### src/rtl/print_uart_tx.sv
// print_uart_tx: console output stage, buffers print-store characters
// in a small FIFO and serialises them onto a UART 8N1 line.
module print_uart_tx #(
  parameter int CLK_FREQ   = 50_000_000,
  parameter int BAUD       = 115200,
  parameter int FIFO_DEPTH = 16
) (
  input  logic                          clk,
  input  logic                          start,
  input  logic                          print_en,
  input  logic [31:0]                   print_data,
  output logic                          uart_tx,
  output logic                          tx_busy,
  output logic [$clog2(FIFO_DEPTH):0]   fifo_count,
  output logic                          overflow
);

  localparam int CPB = CLK_FREQ / BAUD;
  localparam int PW  = $clog2(FIFO_DEPTH);
  localparam int CW  = PW + 1;
  localparam int BW  = (CPB > 2) ? $clog2(CPB) : 1;

  typedef enum logic [1:0] {
    S_IDLE,
    S_START,
    S_DATA,
    S_STOP
  } state_t;

  state_t          state_q, state_d;
  logic [BW-1:0]   baud_q, baud_d;
  logic [2:0]      bit_q, bit_d;
  logic [7:0]      shift_q, shift_d;
  logic [PW-1:0]   rd_q, rd_d;
  logic [PW-1:0]   wr_q, wr_d;
  logic [CW-1:0]   cnt_q, cnt_d;
  logic            ovf_q, ovf_d;
  logic            tx_q, tx_d;
  logic [7:0]      mem_q [FIFO_DEPTH];

  logic            push;
  logic            pop;
  logic            bit_end;
  logic            unused_hi;

  assign unused_hi = ^print_data[31:8];

  // Next-state: FIFO bookkeeping, frame sequencing and line level
  always_comb begin
    state_d = state_q;
    baud_d  = baud_q;
    bit_d   = bit_q;
    shift_d = shift_q;
    rd_d    = rd_q;
    wr_d    = wr_q;
    cnt_d   = cnt_q;
    ovf_d   = ovf_q;
    tx_d    = 1'b1;
    pop     = 1'b0;
    push    = print_en && (cnt_q < CW'(FIFO_DEPTH));
    bit_end = (baud_q == BW'(CPB - 1));

    unique case (state_q)
      S_IDLE: begin
        if (cnt_q != '0) begin
          pop     = 1'b1;
          shift_d = mem_q[rd_q];
          baud_d  = '0;
          state_d = S_START;
        end
      end
      S_START: begin
        if (bit_end) begin
          baud_d  = '0;
          bit_d   = '0;
          state_d = S_DATA;
        end else begin
          baud_d = baud_q + BW'(1);
        end
      end
      S_DATA: begin
        if (bit_end) begin
          baud_d = '0;
          if (bit_q == 3'd7) begin
            state_d = S_STOP;
          end else begin
            shift_d = shift_q >> 1;
            bit_d   = bit_q + 3'd1;
          end
        end else begin
          baud_d = baud_q + BW'(1);
        end
      end
      S_STOP: begin
        if (bit_end) begin
          baud_d  = '0;
          state_d = S_IDLE;
        end else begin
          baud_d = baud_q + BW'(1);
        end
      end
      default: state_d = S_IDLE;
    endcase

    if (print_en && !push) ovf_d = 1'b1;
    if (push) wr_d = wr_q + PW'(1);
    if (pop)  rd_d = rd_q + PW'(1);
    cnt_d = cnt_q + CW'(push) - CW'(pop);

    unique case (1'b1)
      (state_d == S_START): tx_d = 1'b0;
      (state_d == S_DATA):  tx_d = shift_d[0];
      default:              tx_d = 1'b1;
    endcase
  end

  // State register with asynchronous clear
  always_ff @(posedge clk or negedge start) begin
    if (!start) begin
      state_q <= S_IDLE;
      baud_q  <= '0;
      bit_q   <= '0;
      shift_q <= '0;
      rd_q    <= '0;
      wr_q    <= '0;
      cnt_q   <= '0;
      ovf_q   <= 1'b0;
      tx_q    <= 1'b1;
    end else begin
      state_q <= state_d;
      baud_q  <= baud_d;
      bit_q   <= bit_d;
      shift_q <= shift_d;
      rd_q    <= rd_d;
      wr_q    <= wr_d;
      cnt_q   <= cnt_d;
      ovf_q   <= ovf_d;
      tx_q    <= tx_d;
    end
  end

  // Character storage; contents are don't-care once pointers clear
  always_ff @(posedge clk) begin
    if (push) mem_q[wr_q] <= print_data[7:0];
  end

  assign uart_tx    = tx_q;
  assign tx_busy    = (cnt_q != '0) || (state_q != S_IDLE);
  assign fifo_count = cnt_q;
  assign overflow   = ovf_q;

endmodule

### config.mk
export PLATFORM = sky130hd
export DESIGN_NAME = print_uart_tx
export DESIGN_NICKNAME = d
export VERILOG_FILES = /design/src/rtl/print_uart_tx.sv
export SDC_FILE = /design/constraint.sdc
export NUM_CORES = 1
export LEC_CHECK = 0
export CAP_MARGIN = 10
export CORE_ASPECT_RATIO = 0.6
export CORE_MARGIN = 8
export CORE_UTILIZATION = 47
export DETAILED_ROUTE_END_ITERATION = 10
export GPL_TIMING_DRIVEN = 0
export PLACE_DENSITY = 0.66
export SYNTH_ARGS = -nofsm -noshare
export SYNTH_HDL_FRONTEND = slang
export SYNTH_SLANG_ARGS = --single-unit
### constraint.sdc
create_clock -name clk -period 4.54 [get_ports clk]
set_input_delay 0.908 -clock clk [delete_from_list [all_inputs] [get_ports clk]]
set_output_delay 0.908 -clock clk [all_outputs]
set_load 0.02 [all_outputs]
### Sequential cells grouped by signal name, run 1

Drawn at 2 px/um. Other sequential cells in the stronger gray, the rest of the logic in the fainter gray.
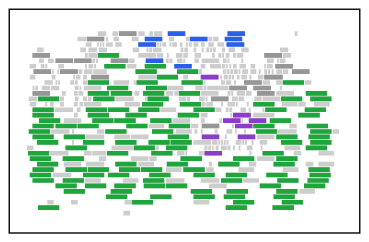
| color | name in the netlist | placed flops |
|---|---|---|
| purple | `shift_q` | 8 |
| blue | `baud_q` | 9 |
| green | `mem_q` | 128 |
not colored: 20
final core utilization: 0.553
seq pwr: 1830 uW
register cell area after layout: 4770 um2

### The metal 2 layer, run 1

Drawn at 2 px/um.
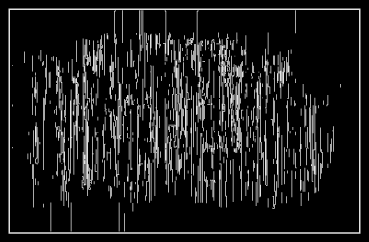
longest straight run: 43.9 um
share of all routed wire: 43%
met2 layer usage reported by global route: 0.218
aggregate routed wire length: 14800 um
total vias in the final route: 3884

==> tab_implementation.tex, run 1 <==
% Auto-generated results table
\begin{tabular}{lr}
\hline
Metric & Value \\
\hline
\multicolumn{2}{l}{\textbf{Clocking}} \\
Count of cells resized by post-cts repair & 0 \\
Maximum count of clock buffers along a single path & 2 \\
Clock Sinks & between 150 and 200 \\
H-tree levels & 4 \\
Insertion delay at the late pin of the worst-skew pair & 420 ps \\
\multicolumn{2}{l}{\textbf{Power}} \\
Pint & $\sim$2800 uW \\
Sequential share of power & 0.492 \\
Combinational group share of total power & 0.123 \\
Switching portion of total power & 0.245 \\
\multicolumn{2}{l}{\textbf{Hold path}} \\
Hold endpoint & overflow \\
HP Start & overflow \\
\multicolumn{2}{l}{\textbf{Floorplanning}} \\
Std cell rows & 34 \\
Die area & slightly below 20000 um2 \\
Horizontal die dimension & between 150 and 200 um \\
Initial cell density of the core & 0.485 \\
\multicolumn{2}{l}{\textbf{Setup path}} \\
Reg-to-reg endpoint & fifo\_count[4] \\
Data required time at the worst endpoint & 3630 ps \\
Crit. Startpoint & fifo\_count[2] \\
CP Launch Type & flop \\
Register-to-register path setup slack & 1380 ps \\
Length in cells of the worst reg-to-reg path & 14 \\
Slowest Stage Delay on Critical Path & 560 ps \\
Most frequent cell on the critical path & inv\_1 \\
Logic depth of the worst setup path including buffers & 6 \\
Source of the worst register-to-register timing path & fifo\_count[2] \\
Worst Path Class, Setup & flop to primary output \\
Critical path cell sequence & inv\_1, ha\_1, or4b\_4, nor3\_4, inv\_1, clkdlybuf4s50\_1 \\
Crit-path leading delay family & simple AND/OR/NAND/NOR gates \\
Buffers and inverters on the worst path & 3 \\
Kind of end point of the critical path & primary output \\
\multicolumn{2}{l}{\textbf{Final layout}} \\
Antenna diode instance count & 0 \\
Area growth from synthesis to final layout & 14.1\% \\
Number of nets in the layout & 512 \\
Final non-filler cell total & 671 \\
\multicolumn{2}{l}{\textbf{STA}} \\
Final setup TNS & 0 ps \\
Total of endpoints with negative setup slack in the final report & 0 \\
Worst-margin pin slew & around 1100 ps \\
Hold violation total from the final report & 0 \\
Final clock skew & roughly 10 ps \\
\multicolumn{2}{l}{\textbf{Synthesis}} \\
Top cells by area in the synthesized netlist & edfxtp\_1, dfrtp\_1, mux4\_2 \\
Area share, top type & 0.543 \\
Dominant Register Cell & edfxtp\_1 \\
Synthesis area per yosys & 7080 um2 \\
Mean post-synth cell area & 16.7 um2 \\
Yosys top cell by area & edfxtp\_1 \\
Number of cells in the yosys synthesis report & roughly 420 \\
Seq share, synth & 0.674 \\
\multicolumn{2}{l}{\textbf{Place}} \\
Final weighted congestion in routability-driven placement & 0.825 \\
Post-detail-place hpwl & 9870 um \\
\multicolumn{2}{l}{\textbf{Run status}} \\
Outcome & finished, final reports clean \\
\multicolumn{2}{l}{\textbf{Global route}} \\
First-pass GRT wire length & 23000 um \\
Largest net degree at the start of global routing & 38 \\
\multicolumn{2}{l}{\textbf{Route}} \\
Drc violations & 0 \\
\hline
\end{tabular}
### Layout detail, run 1

Region (75, 43) to (100, 68) um. Cells in gray, sequential cells in the stronger gray; small squares are vias.
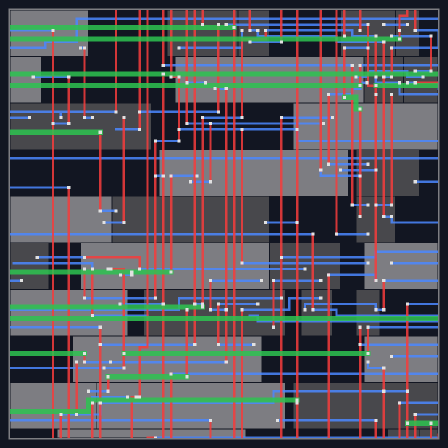
| color | layer |
|---|---|
| red | M2 |
| blue | M1 |
| green | M3 |
cells with their middle in the window: 23
netlist names of flops here include: `mem_q` (8)
most frequent: edfxtp_1 (8)
sequential cells in the window: 8

-- run 1: cell families (layout without fill, tap and decap cells) --
family	Yosys count	count (layout)	share of synthesized area
and+or+nand+nor	90	90	0.0711
DFF	165	165	0.674
xor gates and xnor gates	12	12	0.0148
AOI/OAI and AO/OA	49	49	0.0468
muxes	52	52	0.136
adders and majority gates	16	16	0.0293
buffers and inverters	40	89	0.0276
-- run 1: power by group through the flow --
stage	Sequential [uW]	Combinational, uW	Clock, uW
2_1_floorplan	1860	262	0
4_1_cts	1830	464	1440
3_5_place_dp	1860	461	0
5_1_grt	1840	504	1500
3_3_place_gp	1850	439	0
6_report	1830	457	1430
-- run 1: synth_stat cells (3+ instances only) --
| master | count |
|---|---|
| edfxtp_1 | 128 |
| dfrtp_1 | 36 |
| nand2_1 | 29 |
| inv_1 | 23 |
| mux4_2 | 21 |
| and2_1 | 17 |
| mux2_2 | 16 |
| ha_1 | 15 |
| nand3_1 | 11 |
| o21ai_0 | 11 |
| mux4_1 | 10 |
| xnor2_1 | 10 |
| a21oi_1 | 9 |
| nor2_1 | 7 |
| o2111ai_1 | 6 |
| buf_2 | 5 |
| clkbuf_1 | 5 |
| mux2i_1 | 5 |
| a2bb2oi_1 | 4 |
| a211oi_1 | 3 |
| a21o_1 | 3 |
| a22o_1 | 3 |
| and3_1 | 3 |
| buf_6 | 3 |
| nand4_1 | 3 |
-- run 1: layout by cell type (no fill, tap or decap), types with 3 or more instances in the layout --
master / n
a211oi_1: 3
a21o_1: 3
a21oi_1: 9
a22o_1: 3
a2bb2oi_1: 4
and2_1: 17
and3_1: 3
buf_2: 6
buf_6: 3
bufinv_16: 3
clkbuf_1: 9
clkbuf_16: 17
clkdlybuf4s50_1: 17
clkinv_1: 3
clkinvlp_4: 4
dfrtp_1: 36
edfxtp_1: 128
ha_1: 15
inv_1: 23
mux2_2: 16
mux2i_1: 5
mux4_1: 10
mux4_2: 21
nand2_1: 29
nand3_1: 11
nand4_1: 3
nor2_1: 7
o2111ai_1: 6
o21ai_0: 11
xnor2_1: 10
-- run 1: sequential cells by signal, indices dropped and copies added (netlist names) --
| signal | count |
|---|---|
| mem_q | 128 |
| fifo_count | 5 |
| baud_q | 9 |
| state_q | 2 |
| overflow | 1 |
| uart_tx | 1 |
| rd_q | 4 |
| shift_q | 8 |
| bit_q | 3 |
| wr_q | 4 |
-- run 1: area by class of cell --
type / instances / area [um2]
clock buffers: 21 / 440
clock inverters: 10 / 133
fillers: 1146 / 6520
multi-input cells: 219 / 2110
well taps: 198 / 248
flip-flops and latches: 165 / 4770
repair buffers: 18 / 175
plain buffers: 16 / 105
inverters: 24 / 90.1
-- run 1: routing by layer --
layer  global-route usage  vias to the layer above  wire length, um
met5                    0                        -                0
met4               0.0459                        0              127
met3               0.0456                       15              992
met1                0.236                     2020             7290
met2                0.218                      132             6370
li1                     -                     1717                -
-- run 1: stage by stage --
stage                     utilization  setup WS (ps)  hold WS, ps  total power (uW)  cell area, um2
after global placement          0.514           1200          440              2290            7510
after floorplan                     -           1640          458              2130            7080
after global routing            0.553            898          500              3840            8080
after detailed placement        0.514           1120          447              2320            7500
after CTS                       0.553            990          464              3730            8080
final                           0.553           1030          456              3710            8080
### Track usage over the die, run 1

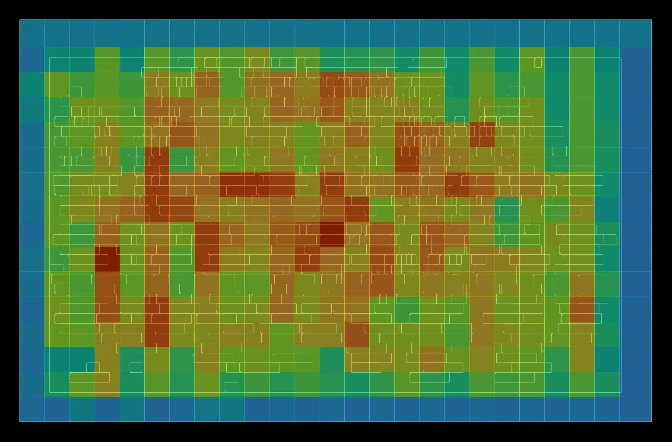

==> inputs of run 2 (changes only) <==
PLACE_DENSITY = 0.69   (was 0.66)
clock period = 3.17 ns   (was 4.54 ns; I/O delays follow)
### Track usage over the die, run 2

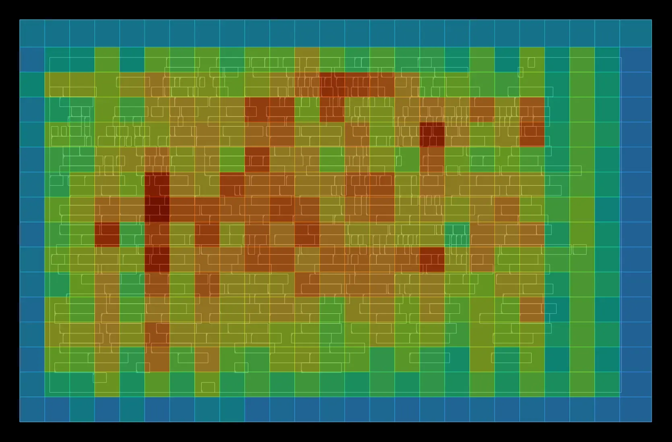
M3 GR Usage: 0.0388
met2 layer usage reported by global route: 0.215
detailed-route wire length per cell: 21.5 um

==> tab_implementation.tex, run 2 <==
% Auto-generated results table
\begin{tabular}{lr}
\hline
Metric & Value \\
\hline
\multicolumn{2}{l}{\textbf{Clocking}} \\
Insertion delay at the late pin of the worst-skew pair & 420 ps (about the same) \\
Clock tree from TritonCTS & yes \\
Clock Sinks & 165 (unchanged) \\
Root buffer selected by CTS & clkbuf\_16 \\
CTS clk-pin slew, worst paths & around 70 ps \\
H-tree levels & 4 (unchanged) \\
Maximum count of clock buffers along a single path & 2 (unchanged) \\
\multicolumn{2}{l}{\textbf{Setup path}} \\
Most frequent cell on the critical path & ha\_1 \\
Slowest Stage Delay on Critical Path & 530 ps (-30 ps) \\
Buffers and inverters on the worst path & 4 (+1) \\
Kind of end point of the critical path & flop \\
CP Launch Type & flop \\
CP Data Arrival Time & 3310 ps \\
Crit-path leading delay family & adder cells \\
Data required time at the worst endpoint & 3510 ps (-120 ps) \\
Slowest stage cell, crit path & or4b\_4 \\
Critical path cell sequence & inv\_1, ha\_1, or4b\_4, nand2\_2, inv\_2, buf\_4, ha\_1, inv\_1, ha\_1, fa\_2, a21oi\_2, nor2\_1, nor2\_1, xnor2\_1 \\
Worst Path Class, Setup & flop to flop \\
\multicolumn{2}{l}{\textbf{Floorplanning}} \\
Initial cell density of the core & 0.485 (unchanged) \\
Horizontal die dimension & 174 um (unchanged) \\
Die area & 19400 um2 (unchanged) \\
Core region area & $\sim$15000 um2 \\
Vert. Die Dim & 111 um \\
Std cell rows & 34 (unchanged) \\
\multicolumn{2}{l}{\textbf{STA}} \\
Post-route worst hold slack & 323 ps (-133 ps) \\
Fin. max-slew vios & 0 \\
Final setup TNS & 0 ps (unchanged) \\
RSZ-0062 raised after global routing & false \\
Worst-margin pin slew & 1060 ps (-25.7 ps) \\
Hold violation total from the final report & 0 (unchanged) \\
Final critical-path required period & 2970 ps \\
Relative slew slack & 0.284 \\
Total of endpoints with negative setup slack in the final report & 0 (unchanged) \\
Final clock skew & 13.2 ps (+3.09 ps) \\
\multicolumn{2}{l}{\textbf{Synthesis}} \\
Most frequent cell after synthesis & edfxtp\_1 \\
Post-synth top cells & edfxtp\_1, dfrtp\_1, nand2\_1, inv\_1, mux4\_2 \\
Number of cells in the yosys synthesis report & 424 (unchanged) \\
Yosys top cell by area & edfxtp\_1 \\
Top cells by area in the synthesized netlist & edfxtp\_1, dfrtp\_1, mux4\_2 \\
Synthesis area per yosys & 7080 um2 (unchanged) \\
Post-synthesis instance total & 424 \\
Dominant Register Cell & edfxtp\_1 \\
Number of flops mapped to enable cells by yosys & 128 \\
Seq share, synth & 0.674 (unchanged) \\
Area share, top type & 0.543 (unchanged) \\
Register bit count reported by yosys & 165 \\
Post-Syn Area & 7080 um2 \\
Mean post-synth cell area & 16.7 um2 (unchanged) \\
\multicolumn{2}{l}{\textbf{Route}} \\
Aggregate routed wire length & 14500 um (-2.2\%) \\
Via density per instance & 5.60 \\
Drc violations & 0 (unchanged) \\
Violation tally from detailed-route iteration zero & 389 \\
First-pass iteration count of the detailed router & 5 \\
Total vias in the final route & 3766 (-3.0\%) \\
Antenna violation net count after detailed routing & 0 \\
\multicolumn{2}{l}{\textbf{Place}} \\
Buffers added on ports & 18 \\
Post-detail-place hpwl & 9630 um (-2.4\%) \\
Instance area after placement & 7500 um2 (unchanged) \\
Final weighted congestion in routability-driven placement & 0.789 (-4.3\%) \\
\multicolumn{2}{l}{\textbf{Final layout}} \\
Registers with the most flip-flops & mem\_q (128), baud\_q (9), shift\_q (8) \\
Antenna diode instance count & 0 (unchanged) \\
Register with the highest flop count & mem\_q \\
Number of nets in the layout & 513 (+0.20\%) \\
Number of flip-flops in the largest register & 128 (unchanged) \\
Logic area & 2120 um2 (+0.41\%) \\
Final non-filler cell total & 673 (+0.30\%) \\
Most common logic cells in the final layout & edfxtp\_1, dfrtp\_1, nand2\_1 \\
Area growth from synthesis to final layout & 14.6\% \\
Register cell area after layout & 4770 um2 (unchanged) \\
\# fillers & 1135 (-0.96\%) \\
Fraction of final layout cells sized beyond drive strength 1 & 0.189 \\
Final design area excluding fillers & 8110 um2 (+0.46\%) \\
Dominant logic cell type in the layout & edfxtp\_1 \\
\multicolumn{2}{l}{\textbf{Global route}} \\
Number of antenna violations at the first check in global routing & 0 \\
Vias in the first global route & 3810 \\
First-pass GRT wire length & 22500 um (-2.1\%) \\
GRT Util Overall & 0.156 \\
Largest net degree at the start of global routing & 38 (unchanged) \\
\multicolumn{2}{l}{\textbf{Power}} \\
Sequential share of power & 0.492 (about the same) \\
Static Leakage & $\sim$0.0028 uW \\
Pint & 3910 uW (+39\%) \\
Combinational group share of total power & 0.125 (+0.002) \\
Switching portion of total power & 0.263 (+0.0187) \\
Sw power & roughly 1400 uW \\
Worst-case vdd ir drop & around 0.40 mV \\
\multicolumn{2}{l}{\textbf{Run status}} \\
Outcome & finished, final reports clean \\
\multicolumn{2}{l}{\textbf{Hold path}} \\
Hold WC Path Type & input port to async pin \\
\multicolumn{2}{l}{\textbf{Flow run}} \\
OpenROAD warnings & around 55 \\
\hline
\end{tabular}
### Sequential cells grouped by signal name, run 2

Drawn at 2 px/um. Other sequential cells in the stronger gray, the rest of the logic in the fainter gray.
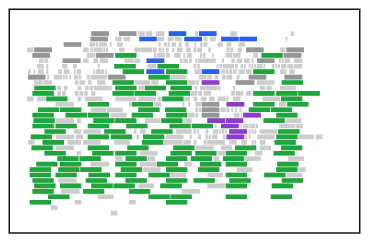
| color | name in the netlist | placed flops |
|---|---|---|
| purple | `shift_q` | 8 |
| green | `mem_q` | 128 |
| blue | `baud_q` | 9 |
sequential share of cell area: 0.588
final core utilization: 0.556
seq pwr: 2610 uW

run 2: cell families after synthesis:
group	after synthesis	synth area share
compound gates	49	0.0468
buf+inv	40	0.0276
flops	165	0.674
simple gates	90	0.0711
mux	52	0.136
fa+ha+maj	16	0.0293
xor+xnor	12	0.0148
run 2: final cells by class:
class | instances | area share
buffer | 16 | 0.0133
clock buffer | 17 | 0.0524
clock inverter | 15 | 0.0202
inverter | 24 | 0.0111
multi-input combinational | 219 | 0.262
sequential | 165 | 0.588
tap | 198 | 0.0305
timing repair buffer | 19 | 0.0228
run 2: worst paths after layout:
kind | startpoint | endpoint | slack, ps | depth (start not counted)
setup / recovery | fifo_count[3] | fifo_count[4] | 200 | 14
hold / removal | start | bit_q[1] | 320 | 1
setup reg to reg | fifo_count[3] | fifo_count[4] | 200 | 14
hold reg to reg | overflow | overflow | 470 | 1
max in group asynchronous | start | fifo_count[4] | 2280 | 1
min in group clk | overflow | overflow | 470 | 1
run 2: metal layers:
layer / global-route usage / up-vias / share of wire
li1: - / 1735 / -
met1: 0.235 / 1924 / 0.48
met2: 0.215 / 99 / 0.44
met3: 0.0388 / 8 / 0.074
met4: 0.0505 / 0 / 0.0076
met5: 0 / - / 0
run 2: power by group through the flow:
| stage | logic [uW] | registers [uW] | clock network (uW) |
|---|---|---|---|
| 6_report | 664 | 2610 | 2030 |
| 5_1_grt | 736 | 2630 | 2140 |
| 4_1_cts | 660 | 2620 | 2060 |
| 3_5_place_dp | 657 | 2660 | 0 |
| 3_3_place_gp | 629 | 2650 | 0 |
| 2_1_floorplan | 375 | 2670 | 0 |
run 2: timing repair:
action                     CTS  global route
setup endpoints to repair    2             2
buffers inserted             1             0
hold buffers                 0             0
pin swaps                    1             0
gates resized                1             6
run 2: per-stage QoR:
step	power [uW]	setup WS (ps)
after floorplan	3040	272
final	5310	201
after global placement	3280	108
after global routing	5510	51.8
after CTS	5340	30.6
after detailed placement	3320	18.4
### Cell sizes after repair, run 2

Drawn at 3 px/um.
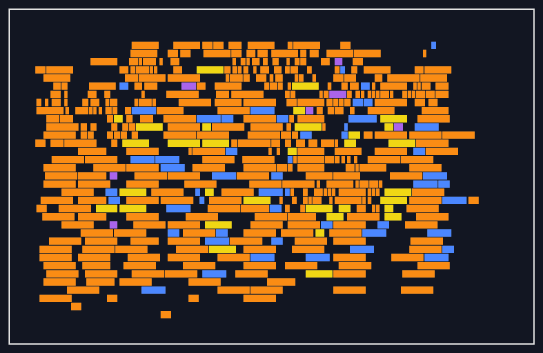

==> inputs of run 3 (changes only) <==
RECOVER_POWER = 100   (was unset)
### Cell sizes after repair, run 3

Drawn at 3 px/um.
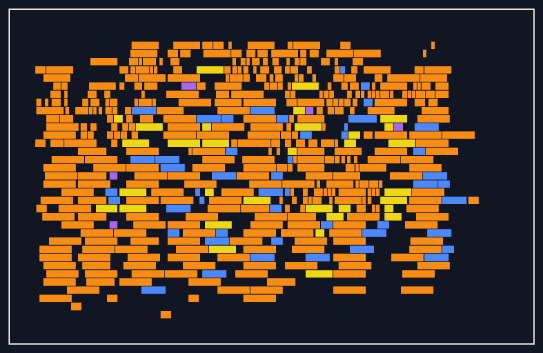
| color | size | cells |
|---|---|---|
| orange | x1 and smaller | 390 |
| yellow | x6 and larger | 32 |
| purple | x3 and x4 | 5 |
| blue | x2 | 48 |
Buffers excl. clock: 35
area growth from synthesis to final layout: 14.1%
smallest setup slack after layout: 195 ps

### The metal 2 layer, run 3

Drawn at 2 px/um.
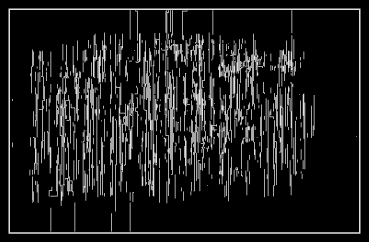
nets with wire on the layer: 424
main direction: vertical
total vias in the final route: 3817
aggregate routed wire length: 14400 um

==> tab_implementation.tex, run 3 <==
% Auto-generated results table
\begin{tabular}{lr}
\hline
Metric & Value \\
\hline
\multicolumn{2}{l}{\textbf{STA}} \\
Hold violation total from the final report & 0 (unchanged) \\
Fin. max-slew vios & 38 (+38) \\
Post-route worst hold slack & 464 ps (+142 ps) \\
Final setup TNS & 0 ps (unchanged) \\
Worst-margin pin slew & 2050 ps (+986 ps) \\
Final clock skew & 14.9 ps (+1.63 ps) \\
Total of endpoints with negative setup slack in the final report & 0 (unchanged) \\
RSZ-0062 raised after global routing & false \\
\multicolumn{2}{l}{\textbf{Synthesis}} \\
Proportion of synthesized area in mux cells & 0.136 (unchanged) \\
Basic-gate share of the synthesized area counting and, or, nand and nor cells & 0.0710 (unchanged) \\
Synth Area in Adders & 0.0293 (unchanged) \\
Mean post-synth cell area & 16.7 um2 (unchanged) \\
Post-synth top cells & edfxtp\_1, dfrtp\_1, nand2\_1, inv\_1, mux4\_2 \\
Post-Syn Area & 7080 um2 (unchanged) \\
Number of cells in the yosys synthesis report & 424 (unchanged) \\
Post-synthesis instance total & 424 (unchanged) \\
Synthesis area per yosys & 7080 um2 (unchanged) \\
Main logic family & multiplexers \\
Number of distinct library cells after synthesis & between 50 and 60 \\
Yosys top cell by area & edfxtp\_1 \\
Area share, top type & 0.543 (unchanged) \\
Dominant Register Cell & edfxtp\_1 \\
Number of flops mapped to enable cells by yosys & 128 (unchanged) \\
Seq share, synth & 0.674 (unchanged) \\
XOR-XNOR Cells, Area Fraction & 0.0148 (unchanged) \\
\multicolumn{2}{l}{\textbf{Floorplanning}} \\
Initial cell density of the core & 0.485 (unchanged) \\
Std cell rows & 34 (unchanged) \\
Core region area & 14600 um2 (unchanged) \\
Horizontal die dimension & 174 um (unchanged) \\
Vert. Die Dim & 111 um (unchanged) \\
Die area & 19400 um2 (unchanged) \\
\multicolumn{2}{l}{\textbf{Run status}} \\
Outcome & finished with violations \\
Failing checks & capacitance limit, slew limit \\
\multicolumn{2}{l}{\textbf{Global route}} \\
GRT Util Overall & 0.156 (unchanged) \\
Vias in the first global route & 3810 (unchanged) \\
First-pass GRT wire length & 22500 um (unchanged) \\
\multicolumn{2}{l}{\textbf{Final layout}} \\
Final design area excluding fillers & 8080 um2 (-0.42\%) \\
Number of nets in the layout & 513 (unchanged) \\
Number of flip-flops in the largest register & 128 (unchanged) \\
Most common logic cells in the final layout & edfxtp\_1, dfrtp\_1, nand2\_1 \\
Antenna diode instance count & 0 (unchanged) \\
Final core utilization & 0.554 (-0.00231) \\
Dominant logic cell type in the layout & edfxtp\_1 \\
Registers with the most flip-flops & mem\_q (128), baud\_q (9), shift\_q (8) \\
\# fillers & 1142 (+0.62\%) \\
Register with the highest flop count & mem\_q \\
\multicolumn{2}{l}{\textbf{Route}} \\
Violation tally from detailed-route iteration zero & 390 (+0.26\%) \\
First-pass iteration count of the detailed router & 5 (unchanged) \\
Antenna violation net count after detailed routing & 0 (unchanged) \\
Detailed-route wire length per cell & 21.4 um (-0.36\%) \\
Via density per instance & 5.67 (+1.4\%) \\
Drc violations & 0 (unchanged) \\
\multicolumn{2}{l}{\textbf{Setup path}} \\
Slowest Stage Delay on Critical Path & 520 ps (about the same) \\
Crit-path leading delay family & adder cells \\
Critical path cell sequence & inv\_1, ha\_1, or4b\_4, nand2\_2, inv\_2, buf\_4, ha\_1, inv\_1, ha\_1, fa\_2, a21oi\_1, nor2\_1, nor2\_1, xnor2\_1 \\
Buffers and inverters on the worst path & 4 (unchanged) \\
Kind of end point of the critical path & flop \\
CP Data Arrival Time & 3320 ps (about the same) \\
Data required time at the worst endpoint & 3520 ps (about the same) \\
Most frequent cell on the critical path & ha\_1 \\
CP Launch Type & flop \\
Worst Path Class, Setup & flop to flop \\
\multicolumn{2}{l}{\textbf{Place}} \\
Post-Place Setup Slack & 18.4 ps (unchanged) \\
Post-detail-place hpwl & 9630 um (unchanged) \\
Final weighted congestion in routability-driven placement & 0.789 (unchanged) \\
Instance area after placement & 7500 um2 (unchanged) \\
Buffers added on ports & 18 (unchanged) \\
\multicolumn{2}{l}{\textbf{Clocking}} \\
Clock Sinks & 165 (unchanged) \\
Post-CTS Hold Buffers & 0 (unchanged) \\
Maximum count of clock buffers along a single path & 2 (unchanged) \\
CTS clk-pin slew, worst paths & 70 ps (about the same) \\
Insertion delay at the late pin of the worst-skew pair & 430 ps (about the same) \\
Clock tree from TritonCTS & yes \\
\multicolumn{2}{l}{\textbf{Flow run}} \\
Maximum capacitance violations & 1 \\
OpenROAD warnings & 55 (unchanged) \\
\multicolumn{2}{l}{\textbf{Power}} \\
Static Leakage & 0.00281 uW (-0.79\%) \\
Worst-case vdd ir drop & 0.399 mV (+0.85\%) \\
\multicolumn{2}{l}{\textbf{Hold path}} \\
Hold WC Path Type & flop to flop \\
\hline
\end{tabular}
[run 3: netlist changes by cell type in the layout (fill, tap and decap cells not counted), moves of 2 or more]
cell,change
and2_1,-16
clkbuf_1,+3
dlygate4sd3_1,+16
and2_0,+16
nor3_1,+2
clkdlybuf4s50_1,-16
[run 3: logic make-up after synthesis]
logic type,count (synthesis)
compound gates,49
xor+xnor,12
fa+ha+maj,16
buf+inv,40
flops,165
mux,52
simple gates,90
[run 3: path summary, 6_finish.rpt]
kind	startpoint	endpoint	slack, ps	cells past startpoint
setup / recovery	fifo_count[3]	fifo_count[4]	190	14
hold / removal	overflow	overflow	460	1
setup reg to reg	fifo_count[3]	fifo_count[4]	190	14
hold reg to reg	overflow	overflow	460	1
max in group asynchronous	start	fifo_count[4]	1200	1
min in group asynchronous	start	bit_q[1]	790	1
[run 3: cell type report]
class                   count  area, um2  share of cell area
multi-input cells         219       2100               0.260
flip-flops and latches    165       4770               0.591
clock buffers              17        425              0.0527
inverters                  24       90.1              0.0112
plain buffers              16        108              0.0133
well taps                 198        248              0.0307
clock inverters            15        164              0.0203
repair buffers             19        171              0.0212
[run 3: power by group]
| group | internal [uW] | switching [uW] |
|---|---|---|
| combinational | 260 | 378 |
| sequential | 2510 | 99.9 |
| clock | 1120 | 912 |
[run 3: layer usage]
metal | global-route usage | share of wire | vias to the layer above
li1 | - | - | 1733
met1 | 0.235 | 0.49 | 1957
met2 | 0.215 | 0.44 | 116
met3 | 0.0388 | 0.058 | 11
met4 | 0.0505 | 0.0099 | 0
met5 | 0 | 0 | -
[run 3: stage by stage]
stage / power, uW / cells
final: 5280 / 673
after global routing: 5490 / 673
after CTS: 5340 / 673
after detailed placement: 3320 / 640
after global placement: 3280 / 640
after floorplan: 3040 / 424
[run 3: repair_timing]
item | CTS | global route
buffers inserted | 1 | 0
gates resized | 1 | 6
endpoints found under the setup margin | 2 | 2
pin swaps | 1 | 0
[run 3: worst register-to-register path, delay by kind of cell, from the launching register on]
family,cells,cell delay (ps)
buffers and inverters,4,380
adder cells (fa/ha/maj),4,1010
AND/OR/NAND/NOR,4,820
XOR/XNOR,1,130
AND-OR/OR-AND,1,160
flip-flops,1,400
Power and IR drop assume default switching activity.
